Fig. 1: clock network drawn from the DEF
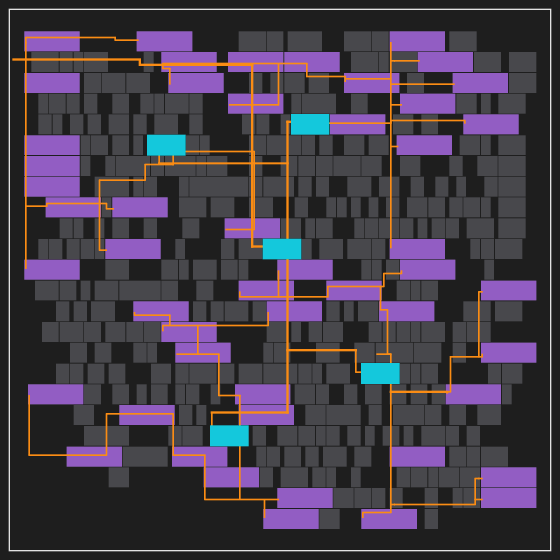
Fig. 2: port wiring
Bar = 20 µm.
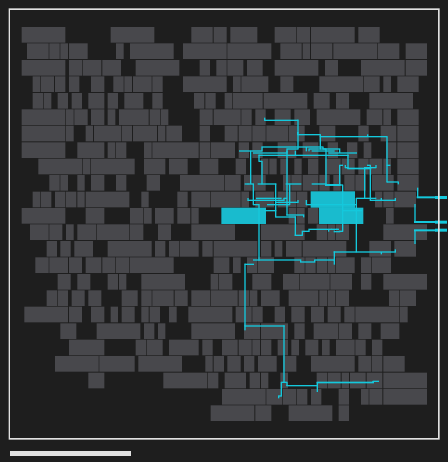
Fig. 3: track usage over the die
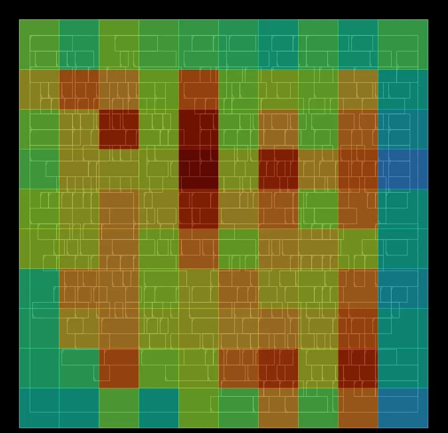
Fig. 4: sequential cells grouped by signal name
Other sequential cells in the stronger gray, the rest of the logic in the fainter gray.
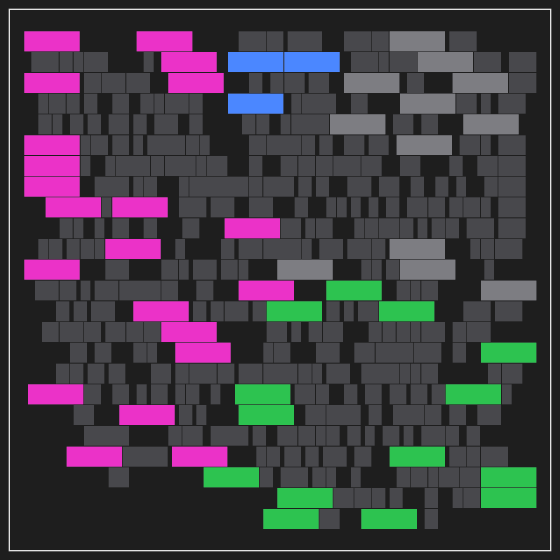
Fig. 5: the metal 1 layer
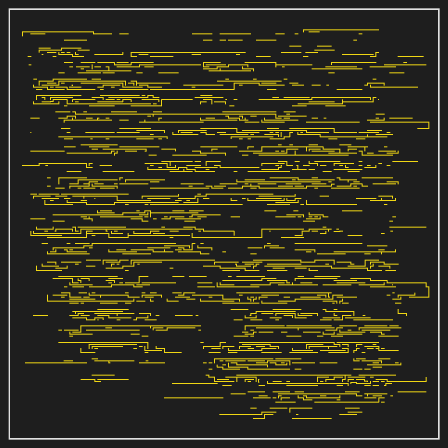
==> config.mk <==
export PLATFORM = sky130hd
export DESIGN_NAME = boot_sequencer_flat
export DESIGN_NICKNAME = d
export VERILOG_FILES = /design/src/rtl/bd8_boot_pkg.sv /design/src/rtl/boot_sequencer_if.sv /design/src/rtl/boot_sequencer_sync3.sv /design/src/rtl/boot_sequencer.sv /design/src/flat_wrapper.sv
export SDC_FILE = /design/constraint.sdc
export NUM_CORES = 1
export LEC_CHECK = 0
export ABC_CLOCK_PERIOD_IN_PS = 4300
export CORE_MARGIN = 1.5
export CORE_UTILIZATION = 61
export DETAILED_ROUTE_END_ITERATION = 8
export GPL_ROUTABILITY_DRIVEN = 1
export PLACE_DENSITY = 0.82
export SLEW_MARGIN = 20
export SYNTH_ARGS = -nofsm -noshare
export SYNTH_HDL_FRONTEND = slang
export SYNTH_SLANG_ARGS = --single-unit
==> constraint.sdc <==
create_clock -name master_clock -period 4.3 [get_ports master_clock]
set_clock_uncertainty 0.1 [all_clocks]
set_input_delay 0.645 -clock master_clock [delete_from_list [all_inputs] [get_ports master_clock]]
set_output_delay 0.645 -clock master_clock [all_outputs]
set_load 0.03 [all_outputs]
==> impl_metrics.toml <==
# synthesis and place-and-route metrics
[run]
max_cap_viol_count = 0
warning_count = 29

[power_and_ir_drop]
power.switching_uw = 162
pwr-share-comb = 0.027
power_uw = 766
swShare = 0.212
powerDensity_nw_per_um2 = 251
ir_drop_mv = 0.190
powerComb_uw = 20.8
internal_power_uw = 604
p_seq_frac = 0.607
power_leakage_nw = 0.884
power_leader = "sequential cells"

[clock_network]
cts_tree = "built"
cts-htree-levels = 2
post-cts-setup-buffers = 0
cts.repair.resized = 0
cts_hold_buf = 0
clk_pin_slew_ps = 90
cts-buffers-inserted = 5
root_buffer = "clkbuf_8"
clkSinkCount = 50
cts_buffer_depth = 2

[worst_setup_path]
cp.required_ps = 4430
cp_max_fo = 26
critPathLaunchType = "flip-flop"
cpMostUsedCell = "or3b_1"
arrival_ps = 3020
crit_path_end_kind = "flip-flop"
crit_family = "simple AND/OR/NAND/NOR gates"
ff2ff_path_depth = 5
crit_slowest_cell = "or3b_1"
crit_type = "flip-flop to flip-flop"
worst-path-buf-inv = 0
crit_chain = "or3b_1, or3_4, a31oi_4, or3b_1, a21oi_1"
max_stage_delay_ps = 740
r2r_slack_ps = 1410
worst-path-stages = 5

[finish]
layout-drive-gt1-share = 0.0737
comb_share = 0.547
nonClockBufferCount = 19
area_growth_pct = 8.80
clock_area_frac = 0.0300
largest_register_ffs = 21
inv_count = 10
n_fill_cell = 375
bufAreaShareNonClock = 0.0608
flops = 50
logic_area_um2 = 1670
regArea_um2 = 1000
logic_gates = 266
area_dominant_class = "multi-input combinational cells"
antenna_cells = 0
n_clock_buffer = 7
instances_no_fill = 405
fin_area_um2 = 3050
final_common_cell = "dfxtp_1"
nets = 368
lay_top_cells = "50 x dfxtp_1, 34 x a21oi_1, 31 x nand2_1"

[synth]
yosys.area_share.xor_xnor = 0
ys_sh_mux = 0.0116
synth-simple-area-share = 0.261
ys_area_um2 = 2800
synthArstFlopShare = 0
edf_count = 0
top_cells_by_count = "50 x dfxtp_1, 34 x a21oi_1, 31 x nand2_1"
synth-seq-cells = 50
fa_ha_area_frac = 0.0313
synthAoiAreaFrac = 0.291
avgSynthCellArea_um2 = 8.07
postSynthSeqShare = 0.357
top_cell_area_share = 0.357
synthTopCellsByArea = "dfxtp_1 36%, a21oi_1 6.1%, o21ai_0 4.6%, nand2_1 4.2%, ha_1 3.1%"
topCombFamilyByArea = "AND-OR/OR-AND gates"
top_area_cell = "dfxtp_1"
synth.most_common_cell = "dfxtp_1"
yosys_cells = 347
syn_nets = 363
flop_cell = "dfxtp_1"
syn_inst = 347
syn_area_um2 = 2800
synthDistinctLibCells = 56

[timing]
drv_slew = 0
setup_slack_ps = 1410
hold_viol = 0
setup_viol = 0
fmax_mhz = 346
min_period_ps = 2890
max_slew_margin = 0.359
hold_ws_ps = 325
tightestPinTransition_ps = 962
period_used_share = 0.673
tns_ps = 0
grt_setup_unrepaired = "false"

[global_route]
gr-max-usage-layer = "met2"
grt_max_degree = 30
grt_pass1_wl_mm = 10.9
use_met3 = 0.0456
grt_overflow_total = 0
antenna_found_initial = 0
grt_usage = 0.263
grt_pass1_vias = 2392

[place]
place_area_um2 = 2960
gp_congestion = 0.834
preCtsSetupSlack_ps = 1390
place_hpwl_mm = 4.25
dp.cells = 397

[routing]
route.detailed.drc = 0
top_layer_used = "met4"
wl_met3_um = 313
viasPerCell = 6.67
dr.pass1.iters = 4
ant_nets = 0
wl_met2_mm = 2.99
wl_met1_mm = 2.98
drt_iter0_drc = 258

[floorplan]
die_width_um = 70.8
fp_util = 0.639
num_rows = 24
core_um2 = 4380
n_tap_cell = 52
chipHeight_um = 70.8
chipArea_um2 = 5010

[hold_path]
holdPathStages = 1
hold_path.class = "flip-flop to flip-flop"

[run_status]
status = "completed"
Notes on Fig. 1 above:
Key: clock-net drivers = cyan [count 5]; clock wires = orange [length 580 µm]; flip-flops = purple [count 50]
There are 6 routed clock nets. Position of the flops: widely spread.
clk_lat worst skew: 300 ps
clock group power: 280 µW
Clock power frac: 0.365

Notes on Fig. 2 above:
Key: `boot_state` = cyan [bits 3, direction output, edge right, end cells 3, buffers 3, wire 347 µm]
Ports: 18
IO buf count: 17

Notes on Fig. 3 above:
wire per inst: 15.7 µm
met1 Usage GRT: 0.352
GR Util met2: 0.433

Notes on Fig. 4 above:
Key: `u_core.timeoutCnt` = magenta [placed flops 21]; `u_core.settleCnt` = green [placed flops 14]; `u_core.retryCnt` = blue [placed flops 3]
Final Core Density: 0.695
register share of the cell area: 0.329
Seq group: 465 µW

Notes on Fig. 5 above:
The longest straight run is 33.1 µm. The layer holds 47% of the routed length.
vias: 2,702
final wirelength: 6.38 mm

Power figures rest on the tool's default switching activity, not on a simulated workload.
